run_1/flops_by_reg.png
Other sequential cells in the stronger gray, the rest of the logic in the fainter gray.
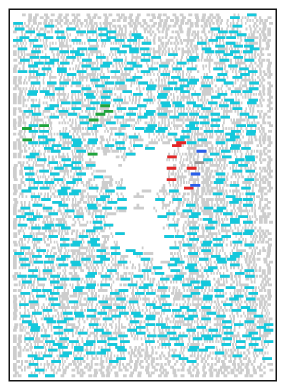
run_1/clocks.png
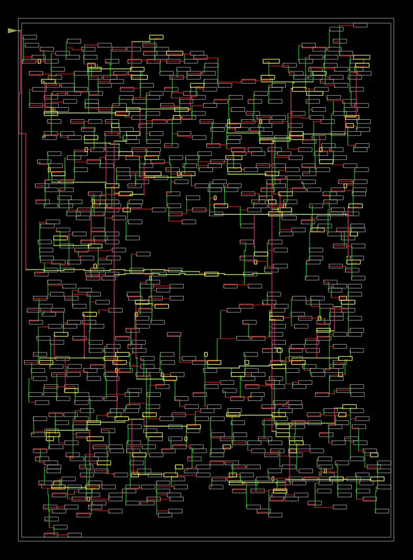
run_1/clk_routes.png
Scale bar: 100 um.
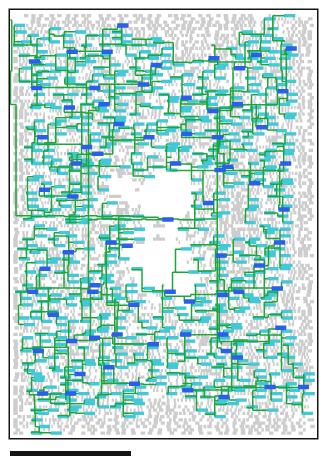
[src/rtl/serial_work_transmit_pkg.sv]
// -----------------------------------------------------------------------------
// serial_work_transmit_pkg
//   Shared constants for the work-packet serialiser.
//   - Packet geometry: 672-bit packet made of 84 bytes.
//   - Field MSB offsets inside the packet, ordered {target, data3, data2, data1}.
//   - 3-bit FSM state encoding used by serial_work_transmit.
// -----------------------------------------------------------------------------
package serial_work_transmit_pkg;

    localparam int WORK_PACKET_BITS  = 672;
    localparam int WORK_PACKET_BYTES = 84;

    // Field MSB positions; each field ends one bit above the next field's MSB.
    localparam int TARGET_MSB = 671;
    localparam int DATA3_MSB  = 639;
    localparam int DATA2_MSB  = 511;
    localparam int DATA1_MSB  = 255;

    // Seven bits cover 0..84, which includes the optional checksum slot.
    localparam int BYTE_CNT_W = 7;

    typedef enum logic [2:0] {
        ST_IDLE     = 3'd0,
        ST_WAIT_RDY = 3'd1,
        ST_START    = 3'd2,
        ST_WAIT_ACK = 3'd3,
        ST_WAIT_FIN = 3'd4,
        ST_GAP      = 3'd5,
        ST_DONE     = 3'd6
    } tx_state_e;

endpackage

[src/rtl/serial_work_transmit.sv]
// -----------------------------------------------------------------------------
// serial_work_transmit
//   Serialises one 84-byte work packet {target, data3, data2, data1} into
//   bytes for an external uart_transmitter, most significant byte first.
//   Handshake per byte: tx_start strobe with tx_byte valid, wait for tx_ready
//   to fall (byte taken), then rise (byte finished), then an optional gap.
//
//   Build option: define SERIAL_WORK_CHECKSUM_EN to append an 85th byte that
//   is the XOR of all 84 packet bytes; tx_done then follows that byte.
//
// Parameters
//   PACKET_BYTES  bytes per packet (fixed by the 672-bit format)
//   GAP_CYCLES    idle clocks between a finished byte and the next tx_start
//
// Ports
//   clk       in   system clock
//   reset_n   in   asynchronous active-low reset
//   send      in   one-cycle request, accepted only when idle
//   target    in   packet bits 671:640 (sent first)
//   data3     in   packet bits 639:512
//   data2     in   packet bits 511:256
//   data1     in   packet bits 255:0 (sent last)
//   busy      out  high while a packet is in flight
//   tx_done   out  one-cycle pulse after the final byte completes
//   tx_start  out  one-cycle strobe to the UART transmitter
//   tx_byte   out  byte to transmit, held until the next byte is loaded
//   tx_ready  in   UART transmitter idle/ready
// -----------------------------------------------------------------------------
module serial_work_transmit
    import serial_work_transmit_pkg::*;
#(
    parameter int PACKET_BYTES = WORK_PACKET_BYTES,
    parameter int GAP_CYCLES   = 2
) (
    input  logic                            clk,
    input  logic                            reset_n,
    input  logic                            send,
    input  logic [TARGET_MSB-DATA3_MSB-1:0] target,
    input  logic [DATA3_MSB-DATA2_MSB-1:0]  data3,
    input  logic [DATA2_MSB-DATA1_MSB-1:0]  data2,
    input  logic [DATA1_MSB:0]              data1,
    output logic                            busy,
    output logic                            tx_done,
    output logic                            tx_start,
    output logic [7:0]                      tx_byte,
    input  logic                            tx_ready
);

`ifdef SERIAL_WORK_CHECKSUM_EN
    // Checksum occupies index PACKET_BYTES, after the last packet byte.
    localparam logic [BYTE_CNT_W-1:0] LAST_IDX = BYTE_CNT_W'(PACKET_BYTES);
`else
    localparam logic [BYTE_CNT_W-1:0] LAST_IDX = BYTE_CNT_W'(PACKET_BYTES - 1);
`endif

    localparam int GAP_W = (GAP_CYCLES > 1) ? $clog2(GAP_CYCLES) : 1;

    tx_state_e                     state_q, state_d;
    logic [WORK_PACKET_BITS-1:0]   shift_q;
    logic [BYTE_CNT_W-1:0]         byte_cnt_q, byte_cnt_d;
    logic [GAP_W-1:0]              gap_cnt_q;
    logic [7:0]                    tx_byte_q;
    logic                          accept;
    logic                          last_byte;
    logic                          gap_done;
    logic                          load_byte;
`ifdef SERIAL_WORK_CHECKSUM_EN
    logic [7:0]                    xor_q;
    logic                          is_cksum;
`endif

    assign accept    = (state_q == ST_IDLE) && send;
    assign last_byte = (byte_cnt_q == LAST_IDX);
    assign gap_done  = (gap_cnt_q == GAP_W'(GAP_CYCLES - 1));
    // The byte is loaded on the edge that enters START so it is already valid
    // during the tx_start strobe cycle.
    assign load_byte = (state_d == ST_START);

    // ---------------------------------------------------------------- FSM
    always_ff @(posedge clk or negedge reset_n) begin
        if (!reset_n) begin
            state_q <= ST_IDLE;
        end else begin
            // NOTE: sequential state uses non-blocking assignments so every
            // register updates from pre-edge values, independent of order.
            state_q <= state_d;
        end
    end

    always_comb begin
        // NOTE: defaults first; every path assigns state_d and byte_cnt_d,
        // so no latch is inferred.
        state_d    = state_q;
        byte_cnt_d = byte_cnt_q;
        unique case (state_q)
            ST_IDLE: begin
                if (send) begin
                    state_d    = ST_WAIT_RDY;
                    byte_cnt_d = '0;
                end
            end
            ST_WAIT_RDY: if (tx_ready) state_d = ST_START;
            ST_START:    state_d = ST_WAIT_ACK;
            ST_WAIT_ACK: if (!tx_ready) state_d = ST_WAIT_FIN;
            ST_WAIT_FIN: begin
                if (tx_ready) begin
                    if (last_byte) begin
                        state_d = ST_DONE;
                    end else begin
                        byte_cnt_d = byte_cnt_q + 1'b1;
                        state_d    = (GAP_CYCLES == 0) ? ST_START : ST_GAP;
                    end
                end
            end
            ST_GAP:  if (gap_done) state_d = ST_START;
            ST_DONE: state_d = ST_IDLE;
            default: state_d = ST_IDLE;
        endcase
    end

`ifdef SERIAL_WORK_CHECKSUM_EN
    // Decided from the next count so it is right even with no gap state.
    assign is_cksum = (byte_cnt_d == BYTE_CNT_W'(PACKET_BYTES));
`endif

    // ---------------------------------------------------------------- datapath
    always_ff @(posedge clk or negedge reset_n) begin
        if (!reset_n) begin
            shift_q    <= '0;
            byte_cnt_q <= '0;
            gap_cnt_q  <= '0;
            tx_byte_q  <= '0;
`ifdef SERIAL_WORK_CHECKSUM_EN
            xor_q      <= '0;
`endif
        end else begin
            byte_cnt_q <= byte_cnt_d;

            if (accept) begin
                shift_q <= {target, data3, data2, data1};
`ifdef SERIAL_WORK_CHECKSUM_EN
                xor_q   <= '0;
`endif
            end

            if (load_byte) begin
`ifdef SERIAL_WORK_CHECKSUM_EN
                if (is_cksum) begin
                    tx_byte_q <= xor_q;
                end else begin
                    tx_byte_q <= shift_q[TARGET_MSB -: 8];
                    shift_q   <= shift_q << 8;
                    xor_q     <= xor_q ^ shift_q[TARGET_MSB -: 8];
                end
`else
                tx_byte_q <= shift_q[TARGET_MSB -: 8];
                shift_q   <= shift_q << 8;
`endif
            end

            // Counts clocks spent in GAP; cleared everywhere else.
            if (state_q == ST_GAP) begin
                gap_cnt_q <= gap_cnt_q + 1'b1;
            end else begin
                gap_cnt_q <= '0;
            end
        end
    end

    // ---------------------------------------------------------------- outputs
    assign busy     = (state_q != ST_IDLE);
    assign tx_done  = (state_q == ST_DONE);
    assign tx_start = (state_q == ST_START);
    assign tx_byte  = tx_byte_q;

endmodule

[config.mk]
export PLATFORM = sky130hd
export DESIGN_NAME = serial_work_transmit
export DESIGN_NICKNAME = d
export VERILOG_FILES = /design/src/rtl/serial_work_transmit_pkg.sv /design/src/rtl/serial_work_transmit.sv
export SDC_FILE = /design/constraint.sdc
export NUM_CORES = 1
export LEC_CHECK = 0
export ABC_AREA = 1
export CELL_PAD_IN_SITES_DETAIL_PLACEMENT = 1
export CELL_PAD_IN_SITES_GLOBAL_PLACEMENT = 1
export CORE_ASPECT_RATIO = 1.4
export CORE_MARGIN = 2
export CORE_UTILIZATION = 38
export DETAILED_ROUTE_END_ITERATION = 7
export PLACE_DENSITY_LB_ADDON = 0.1
export SYNTH_ARGS = -nofsm -noshare
export SYNTH_HDL_FRONTEND = slang
export SYNTH_SLANG_ARGS = --single-unit
[constraint.sdc]
create_clock -name clk -period 1.9 [get_ports clk]
set_input_delay 0.38 -clock clk [delete_from_list [all_inputs] [get_ports clk]]
set_output_delay 0.38 -clock clk [all_outputs]
set_load 0.02 [all_outputs]
==> run notes, run 1 <==
yosys + openroad results -> synth unique cells=25, DP HPWL=93000 um, worst slew pin tran=0.472 ns, Req. time, crit path=1.52 ns, Total GRT Usage=0.281, Critical Path Fanout Max=6, worst min path class=in2async, failing checks=negative setup slack, crit path buf inv count=3, # fillers=10198, detailed-route via count=32974, Pwr Total=80.5 mW, die area=90000 um2, reg2reg path depth=8, root buf cell=clkbuf_16, Seq/Total Area, Yosys=0.520, post-route minimum period=1.99 ns, die height=354 um, asr flop ratio synth=1.00, Critical-path top delay cell=dfrtp_2, IO Pins=687, DRC=0, first-pass GRT wire length=195000 um, fin util=0.536, max layer used=met5, Placer Congestion=0.835, dpl ws=-0.337 ns, Pleak=21.0 nW, placed cells=5888, Yosys reg bits=691, Non-Filler Instances=6099, f_max=502 MHz, DR WL met3=7610 um, status=finished, violations left, number of enable flip-flop cells=0, area delta synth->final=40.0%, TritonCTS clock tree=yes, wire per inst=22.0 um, CTS clk-pin slew, worst paths=0.06 ns, Num CTS Buffers=73, Cells after Synth=4187, core area=87000 um2, Crit. End Element=output port, Top-area cell share=0.520, mapped cell area=33300 um2, DR vias/cell=5.41, Longest Clk Path Bufs=3, Final setup viols=8, fin nets=5530, stage-log warning count=28, Hold Slack=0.252 ns, RSZ-0062 raised after global routing=true, vias in the first global route=34061, max_slew headroom=0.685, initial core utilization=0.383, Initial DRC Count=2032, H-tree Lvls=3, Critical R2R Launch=state_q[0]$_DFF_PN0_, Cell Chain, Critical Path=inv_8 -> nor3_2 -> buf_4 -> buf_6, Critical Path Source Type=register, met2 wire length=67000 um, Final Hold Violating Endpoints=0, Main area contributors=dfrtp_1 52%, nand2_1 8.1%, o21ai_0 7.3%, synthesis area per yosys=33300 um2, share of cells above drive strength 1=0.0878, Peak VDD IR=0.000786 V, die span in x=254 um, TritonRoute pass-1 iters=5, I/O Buffers=686, Syn Area/Cell=7.95 um2, grt total ovfl=0, Routed Antenna Nets=0, MaxCap Viol Count=0, Worst path depth=4, final worst path period share=1.05, post-route cell area=46600 um2, cell family with most CP delay=flip-flops, Final WS setup=-0.0907 ns, Largest stage delay, worst path=0.45 ns, row cnt=128, floorplan net count=4864, Worst R2R Setup Slack=-0.02 ns, Commonest flop=dfrtp_1, Commonest cells post-synth=719 x nand2_1, 691 x dfrtp_1, 483 x o21ai_0, 356 x nand3_1, 351 x inv_1, # Cells Yosys=4187, most frequent cell after synthesis=nand2_1, pins over their slew limit=0, placed cell area=42700 um2, Critical R2R Capture=shift_q[240]$_DFFE_PN0P_, initial antenna violation count=40, Post-Route WL=134000 um, power per cell area=1730 nW/um2
Notes on flops_by_reg.png above:
| color | name in the netlist | placed flops |
|---|---|---|
| cyan | shift_q | 672 |
| blue | state_q | 3 |
| red | byte_cnt_q | 7 |
| green | tx_byte | 8 |
Seq area share: 0.371
sequential power: 27.9 mW
register area: 17300 um2

Notes on clocks.png above:
Worst Skew: 0.0184 ns
# clk buffers: 111
CTS sink count: 691
Clk power: 15.7 mW

Notes on clk_routes.png above:
[green] clock wires | length: 9760 um
[cyan] flip-flops | count: 691
[blue] clock drivers | count: 73
routed clock nets: 74
Clk pwr share: 0.195
Late-Pin Clk Latency: 0.62 ns

[run 1: sequential cells by signal (all words and copies together), names as in the netlist]
| name | flops |
|---|---|
| tx_byte | 8 |
| state_q | 3 |
| gap_cnt_q | 1 |
| byte_cnt_q | 7 |
| shift_q | 672 |
[run 1: final cells by class]
type | count | area [um2] | share of cell area
diodes | 18 | 45.0 | 0.000967
clock buffers | 111 | 2270 | 0.0487
flip-flops and latches | 691 | 17300 | 0.371
repair buffers | 962 | 10700 | 0.229
inverters | 354 | 1350 | 0.0289
multi-input cells | 2771 | 13200 | 0.282
clock inverters | 22 | 344 | 0.00738
well taps | 1170 | 1460 | 0.0314
[run 1: report_power, final]
group / switching (mW) / leakage, nW / internal (mW) / total (mW)
Combinational: 21.6 / 11.7 / 15.3 / 36.9
Clock: 6.25 / 1.28 / 9.47 / 15.7
Sequential: 5.18 / 8.03 / 22.8 / 27.9
[run 1: cells by family after synthesis]
family / Yosys count / share of synthesized area
fa+ha+maj: 1 / 0.000376
xor+xnor: 3 / 0.000790
compound gates: 1005 / 0.151
simple gates: 1760 / 0.238
flops: 691 / 0.520
buf+inv: 727 / 0.0902
[run 1: how the worst max path moves through the flow]
stage | startpoint | end | slack [ns]
finish | state_q[2]$_DFF_PN0_ | tx_done | -0.09
global route | state_q[1]$_DFF_PN0_ | tx_start | -0.14
CTS | state_q[2]$_DFF_PN0_ | tx_start | -0.09
detailed placement | tx_ready | shift_q[514]$_DFFE_PN0P_ | -0.34
global placement | tx_ready | shift_q[32]$_DFFE_PN0P_ | -0.32
floorplan | state_q[2]$_DFF_PN0_ | tx_done | 0.14
[run 1: cells in the final DEF (no fill, tap or decap), types with 5 or more instances in the layout]
cell,Yosys,routed
a21oi_1,330,328
buf_12,0,66
buf_16,0,22
buf_4,18,145
buf_6,1,20
buf_8,0,6
bufinv_16,0,9
clkbuf_1,193,15
clkbuf_16,0,100
clkbuf_8,0,17
clkdlybuf4s50_1,0,673
clkinv_2,0,10
dfrtp_1,691,689
diode_2,0,18
dlygate4sd2_1,0,8
inv_1,351,350
nand2_1,719,714
nand2_8,0,5
nand3_1,356,356
nand4_1,335,335
nor2_1,343,342
o21ai_0,483,444
o21ai_1,190,219
o21ai_2,0,10
[run 1: worst reg2reg max path: stages, from the launching register on]
cell	delay, ns
dfrtp_2	0.47
nor2_4	0.16
buf_8	0.15
nand3_4	0.10
buf_12	0.18
buf_12	0.18
buf_12	0.19
o21ai_0	0.25
a21oi_1	0.11
[run 1: metal layers]
| layer | vias up | track usage |
|---|---|---|
| met3 | 255 | 0.0595 |
| met4 | 52 | 0.115 |
| met2 | 861 | 0.476 |
| met1 | 16374 | 0.347 |
| li1 | 15432 | - |
| met5 | - | 0 |
[run 1: timing repair]
item / CTS / global route
pin swaps: 3 / 12
endpoints found under the setup margin: 148 / 371
endpoints found under the hold margin: 14 / 0
resized: 45 / 98
buffers inserted: 12 / 21
hold buffers: 1 / 0
cloned: 5 / 23
run_1/wires.png
Scale bar: 100 um.
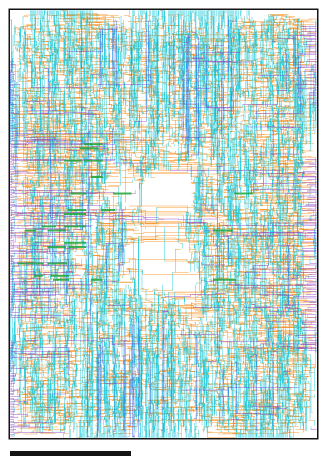

==> run 1 -> run 2 <==
==> constraint.sdc (replaced) <==
create_clock -name clk -period 1.9 [get_ports clk]
set_input_delay 0.19 -clock clk [delete_from_list [all_inputs] [get_ports clk]]
set_output_delay 0.19 -clock clk [all_outputs]
set_load 0.02 [all_outputs]
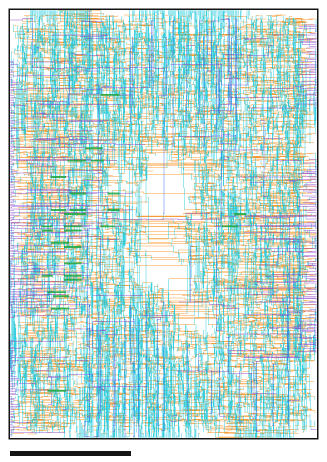
run_2/wires.png
Scale bar: 100 um.
| color | layer | wire length |
|---|---|---|
| purple | metal 3 | 7680 um |
| cyan | metal 2 | 67.3 mm |
| green | metal 5 | 326 um |
| orange | metal 1 | 54.7 mm |
| blue | metal 4 | 4080 um |
wire per inst: 22.0 um
Post-Route WL: 134000 um
detailed-route via count: 32879
Total GRT Usage: 0.281

==> run 2 against run 1 <==
Compared with the run above:
- the run now ends clean
- critical endpoint is now shift_q[245]$_DFFE_PN0P_
- worst setup slack gained 0.098 ns
- wire length is 0.14% higher
- critical path type is now reg2reg
- power down 1.7%
- sequential power about the same
- largest power group unchanged
- largest cell class unchanged
- via count down 0.29%
==> run notes, run 2 <==
yosys + openroad results -> die area=90000 um2, Synthesis Warnings=0, post-route cell area=46200 um2, MaxCap Viol Count=0, max reg flops=672, first-pass GRT wire length=196000 um, Crit. End Element=register, DRC=0, TritonCTS clock tree=yes, Peak VDD IR=0.000953 V, Critical Path Source Type=register, Commonest flop=dfrtp_1, Num CTS Buffers=75, most frequent cell after synthesis=nand2_1, # fillers=10216, Comb area=13100 um2, Final setup viols=0, most numerous logic cell after layout=nand2_1, Req. time, crit path=2.41 ns, Placer Congestion=0.849, mapped cell area=33300 um2, Longest Clk Path Bufs=3, Critical R2R Capture=shift_q[245]$_DFFE_PN0P_, Largest stage delay, worst path=0.45 ns, I/O Buffers=686, CTS sink count=691, most numerous logic cells after layout=716 x nand2_1, 688 x dfrtp_1, 675 x clkdlybuf4s50_1, register bank with the most flops=shift_q, Critical Path Fanout Max=29, Commonest cells post-synth=719 x nand2_1, 691 x dfrtp_1, 483 x o21ai_0, 356 x nand3_1, 351 x inv_1, largest net degree at the start of global routing=130, worst min path class=in2async, crit path kind=reg2reg, RSZ-0062 raised after global routing=true, Initial DRC Count=2147, Cell Chain, Critical Path=buf_4 -> nand2_1 -> nand2_4 -> nand2_8 -> buf_8 -> nand2_8 -> buf_12 -> buf_16 -> nor2_1 -> a21oi_1, Routed Antenna Nets=0, final worst path period share=0.996, synthesis area per yosys=33300 um2, synth unique cells=25, root buf cell=clkbuf_16, initial core utilization=0.383, Pleak=20.9 nW, die span in x=254 um, Syn Area/Cell=7.95 um2, Yosys reg bits=691, DR vias/cell=5.41, floorplan net count=4864, Seq/Total Area, Yosys=0.520, IO Pins=687, CTS clk-pin slew, worst paths=0.06 ns, Critical-path top delay cell=dfrtp_2, area delta synth->final=39.0%, status=complete, no violations, placed cell area=42600 um2, Sum Neg Setup Slack=0 ns, fin nets=5520, initial antenna violation count=38, die height=354 um, Worst Skew=0.0243 ns, Late-Pin Clk Latency=0.65 ns, DP HPWL=91500 um, max_slew headroom=0.561, Critical R2R Launch=state_q[2]$_DFF_PN0_, grt total ovfl=0, Worst R2R Setup Slack=0.007 ns, WP data arrival=2.40 ns, power per cell area=1710 nW/um2, pins over their slew limit=0, vias in the first global route=34321, most used cell, CP=nand2_8, core area=87000 um2, Top-area cell share=0.520, reg2reg path depth=10, share of cells above drive strength 1=0.0829, Final Hold Violating Endpoints=0, Main area contributors=dfrtp_1 52%, nand2_1 8.1%, o21ai_0 7.3%, Cells after Synth=4187, H-tree Lvls=3, register area=17300 um2, top cell type by total area after synthesis=dfrtp_1, post-route minimum period=1.89 ns, # Cells Yosys=4187, asr flop ratio synth=1.00, fin util=0.532, number of enable flip-flop cells=0, f_max=528 MHz, TritonRoute pass-1 iters=5, stage-log warning count=37, worst slew pin tran=0.658 ns, row cnt=128
-- run 2: cell types whose count changed in the layout (fill, tap and decap cells not counted), sizes merged --
cell	before	now
dlygate4sd2	8	6
clkdlybuf4s50	673	675
bufinv	9	2
buf	259	241
clkbuf	132	131
clkinv	11	18
diode	18	13
inv	354	358
bufbuf	0	3
nand2	722	721
-- run 2: stage by stage --
| stage | cells | power [mW] | hold WS (ns) | setup WS, ns |
|---|---|---|---|---|
| floorplan | 4187 | 48.3 | -0.106 | 0.333 |
| global placement | 5885 | 60.0 | 0.176 | -0.151 |
| detailed placement | 5885 | 61.5 | 0.161 | -0.177 |
| CTS | 6026 | 77.0 | 0.0791 | -0.0218 |
| global route | 6077 | 85.6 | 0.123 | -0.0800 |
| finish | 6081 | 79.2 | 0.101 | 0.00736 |
-- run 2: kinds of logic (layout without fill, tap and decap cells) --
group                    Yosys count  after routing  share of synthesized area
AND-OR/OR-AND                   1005           1005                      0.151
XOR/XNOR                           3              3                   0.000790
adder cells (fa/ha/maj)            1              1                   0.000376
buffers and inverters            727           1437                     0.0902
flip-flops                       691            691                      0.520
other                              0             13                          0
AND/OR/NAND/NOR                 1760           1761                      0.238
-- run 2: routing by layer --
metal  up-vias  share of wire  global-route usage
met5         -         0.0024                   0
met4        56          0.030              0.0975
met3       226          0.057              0.0551
li1      15400              -                   -
met2       830           0.50               0.487
met1     16367           0.41               0.347
-- run 2: power breakdown --
group,total (mW),switching [mW],internal [mW]
logic,36.8,21.5,15.3
clock network,14.5,6.34,8.17
registers,27.8,5.09,22.8
total,79.2,32.9,46.2
-- run 2: worst max-delay path by stage --
stage | start | end | cells past startpoint
6_report | state_q[2]$_DFF_PN0_ | shift_q[245]$_DFFE_PN0P_ | 10
5_1_grt | state_q[2]$_DFF_PN0_ | shift_q[253]$_DFFE_PN0P_ | 10
4_1_cts | state_q[0]$_DFF_PN0_ | shift_q[661]$_DFFE_PN0P_ | 9
3_5_place_dp | tx_ready | shift_q[661]$_DFFE_PN0P_ | 8
3_3_place_gp | tx_ready | shift_q[543]$_DFFE_PN0P_ | 9
2_1_floorplan | state_q[2]$_DFF_PN0_ | tx_done | 4
-- run 2: area by class of cell --
cell class,count,share of cell area
Tap cell,1170,0.0317
Sequential cell,691,0.374
Clock inverter,26,0.00490
Inverter,354,0.0295
Antenna cell,13,0.000704
Clock buffer,106,0.0464
Timing Repair Buffer,951,0.230
Multi-Input combinational cell,2770,0.283
-- run 2: timing repair --
| action | CTS | global route |
|---|---|---|
| cloned | 3 | 26 |
| setup endpoints to repair | 29 | 476 |
| pin swaps | 1 | 3 |
| hold buffers | 1 | 0 |
| gates resized | 34 | 72 |
| endpoints found under the hold margin | 477 | 0 |
| buffers inserted | 5 | 16 |
-- run 2: critical path: cells and delay by family, from the launching register on --
kind / cells / cell delay, ns
AOI/OAI and AO/OA: 1 / 0.08
and+or+nand+nor: 5 / 0.58
DFF: 1 / 0.45
buffers and inverters: 4 / 0.65
Power figures rest on the tool's default switching activity, not on a simulated workload.
